==> config.mk <==
export PLATFORM = sky130hd
export DESIGN_NAME = gpio_input_conditioner
export DESIGN_NICKNAME = d
export VERILOG_FILES = /design/src/rtl/gpio_input_conditioner_pkg.sv /design/src/rtl/gpio_debounce_channel.sv /design/src/rtl/gpio_input_conditioner.sv
export SDC_FILE = /design/constraint.sdc
export NUM_CORES = 1
export LEC_CHECK = 0
export CORE_UTILIZATION = 56
export CTS_BUF_LIST = sky130_fd_sc_hd__clkbuf_8
export DETAILED_ROUTE_END_ITERATION = 12
export PLACE_DENSITY = 0.83
export SKIP_CTS_REPAIR_TIMING = 1
export SLEW_MARGIN = 10
export SYNTH_ARGS = -nofsm -noshare
export SYNTH_HDL_FRONTEND = slang
export SYNTH_SLANG_ARGS = --single-unit
==> constraint.sdc <==
create_clock -name clock -period 2.9 [get_ports clock]
set_clock_uncertainty 0.15 [all_clocks]
set_input_delay 0.435 -clock clock [delete_from_list [all_inputs] [get_ports clock]]
set_output_delay 0.435 -clock clock [all_outputs]
set_load 0.05 [all_outputs]
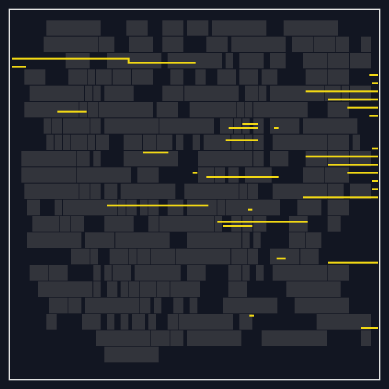
Figure 1: M3 wires.
Drawn at 6 px/um.
longest straight run = 19.3 um
nets with wire on the layer = 25
share of all routed wire = 4.9%
wire length on this layer = 180 um
main direction = horizontal
met3 capacity usage during global routing: 0.0567
total via count after detailed routing: 1450
final routed wirelength across all metal layers: 3700 um

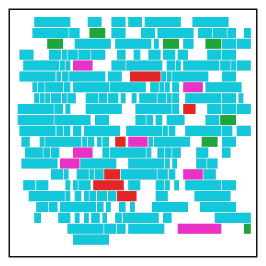
Figure 2: sizing map.
Drawn at 4 px/um.
drive 2 -> green  # cells 7
drive 6 and up -> magenta  # cells 7
drive 1 or less -> cyan  # cells 192
drive 3 to 4 -> red  # cells 6
area growth from synthesis to layout: 21.0%
Final Instance Area: 2400 um2
number of signal-net buffers in the layout: 27
final worst-path setup slack: 0.359 ns

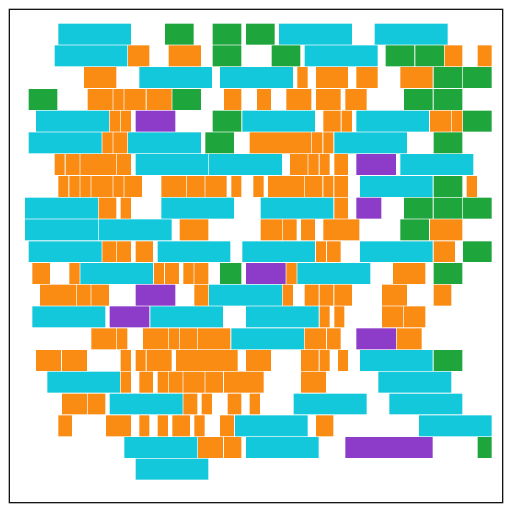
Figure 3: placed cells, one color a class.
Drawn at 8 px/um.
flip-flops -> cyan  # cells 44, share of their area 47%
all other logic -> orange  # cells 133, share of their area 37%
other buffers and delay cells -> green  # cells 27, share of their area 11%
clock drivers and dummy loads -> purple  # cells 8, share of their area 5.2%
count of standard-cell rows: 21
Core Footprint: 3360 um2
fraction of area in registers: 0.459
Finished Core Util: 0.713

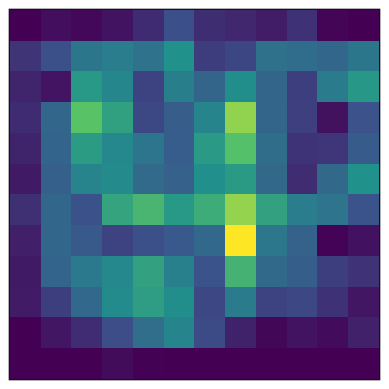
Figure 4: routed metal per tile.
Drawn at 6 px/um. 12 x 12 tiles, from dark purple (low) to yellow (high), scaled to the fullest tile. Values are wire area over tile area, all layers added.
mean over tiles = 0.16
densest ninth of the die = center
emptiest ninth of the die = south-east
aggregate global-route resource usage: 0.216
detailed-route wire length per cell: 14.3 um

==> notes.md <==
Summary of implementation figures.

Run status
The run finished with clean final reports.

Routing
The first detailed-routing pass took 5 iterations. The routed length on met3 is 180 um. The starting DRC count in detailed routing is 52. Wire segments on met2 add up to 1940 um in the final route.

STA
The final timing summary puts the cycle share of the worst path at 0.876. Setup repair after global routing left no endpoint under its margin. Checking max transition, the worst relative margin is 0.374.

Final layout
The net total in the final layout is 235. The fraction of final layout cells with drive strength greater than 1 is 0.0943. The flip-flop count of the largest register, all copies and words added is 14.

Setup path
The start-to-end type of the worst setup path is input pin to primary output. Per STA, the highest per-stage delay on the worst path measures 0.70 ns. The worst path buffer plus inverter count is 2. STA classifies the critical path startpoint as an input pin.

Per the STA report, the cell with the highest stage delay on the worst path is sky130_fd_sc_hd__clkdlybuf4s50_1. For flop-to-flop paths, the worst setup slack is 0.69 ns. The largest delay contributor family on the critical path is buffers and inverters. The data arrival time at the worst-slack endpoint is 1.96 ns.

Pwr
The worst vdd rail ir drop is 0.000279 V. Of the total power, combinational logic draws 0.051. The switching part of the total is 0.206. The internal power of the cells totals 0.930 mW.

Summed over all combinational cells, the power is 0.0597 mW. Power comes to 1.17 mW.

Floorplan
The number of I/O pins is 27. The overall die size recorded for this design is 3780 um2.

Hold path
The type of the most critical hold path is input pin to async pin.

Synthesis
The portion of the post-synthesis area used by sequential elements is 0.556. Among all cell types in the netlist, the one instantiated most often is sky130_fd_sc_hd__dfrtp_1. Before any placement, the netlist area is recorded as 1980 um2. The synthesis report lists the most area-consuming cells as sky130_fd_sc_hd__dfrtp_1, sky130_fd_sc_hd__xnor2_1, sky130_fd_sc_hd__nand2_1. The top-area cell type share of the netlist area is 0.556.

The Yosys step of the flow raised 0 warnings. For reference, the top cells by count after synthesis are sky130_fd_sc_hd__dfrtp_1, sky130_fd_sc_hd__nand2_1, sky130_fd_sc_hd__nor2_1, sky130_fd_sc_hd__o21ai_0. Post-synth the commonest register cell is sky130_fd_sc_hd__dfrtp_1.

Summed over all instances, the cell type with the most area after synthesis is sky130_fd_sc_hd__dfrtp_1.

Placement
The total half-perimeter wirelength after legalization and detailed placement is 2700 um. After its last routability iteration, the placer logged a weighted congestion of 0.818. The number of buffers added on ports is 26.

The post-placement setup slack is 0.360 ns.

CTS
The number of buffers created by CTS is 5. The insertion delay of the later-clocked pin in the worst-skew pair is 0.30 ns.
## layout make-up
cell class	instances	area [um2]
inverters	6	22.5
fillers	256	966
flip-flops and latches	44	1100
repair buffers	27	263
well taps	46	57.6
multi-input cells	127	832
clock buffers	6	82.6
clock inverters	2	38.8
## layer usage
layer  vias to the layer above  GRT usage
li1                        696          -
met1                       707      0.218
met2                        38      0.399
met3                         9     0.0567
met4                         0      0.117
met5                         -          0
## cell families (layout without fill, tap and decap cells)
logic type / after synthesis / in the layout / synth area share
fa+ha+maj: 4 / 4 / 0.0253
simple gates: 74 / 74 / 0.210
buf+inv: 9 / 41 / 0.0246
xor+xnor: 15 / 15 / 0.0663
mux: 7 / 7 / 0.0391
compound gates: 27 / 27 / 0.0795
flops: 44 / 44 / 0.556
No activity file was given, so power comes from the tool's default toggle rates.
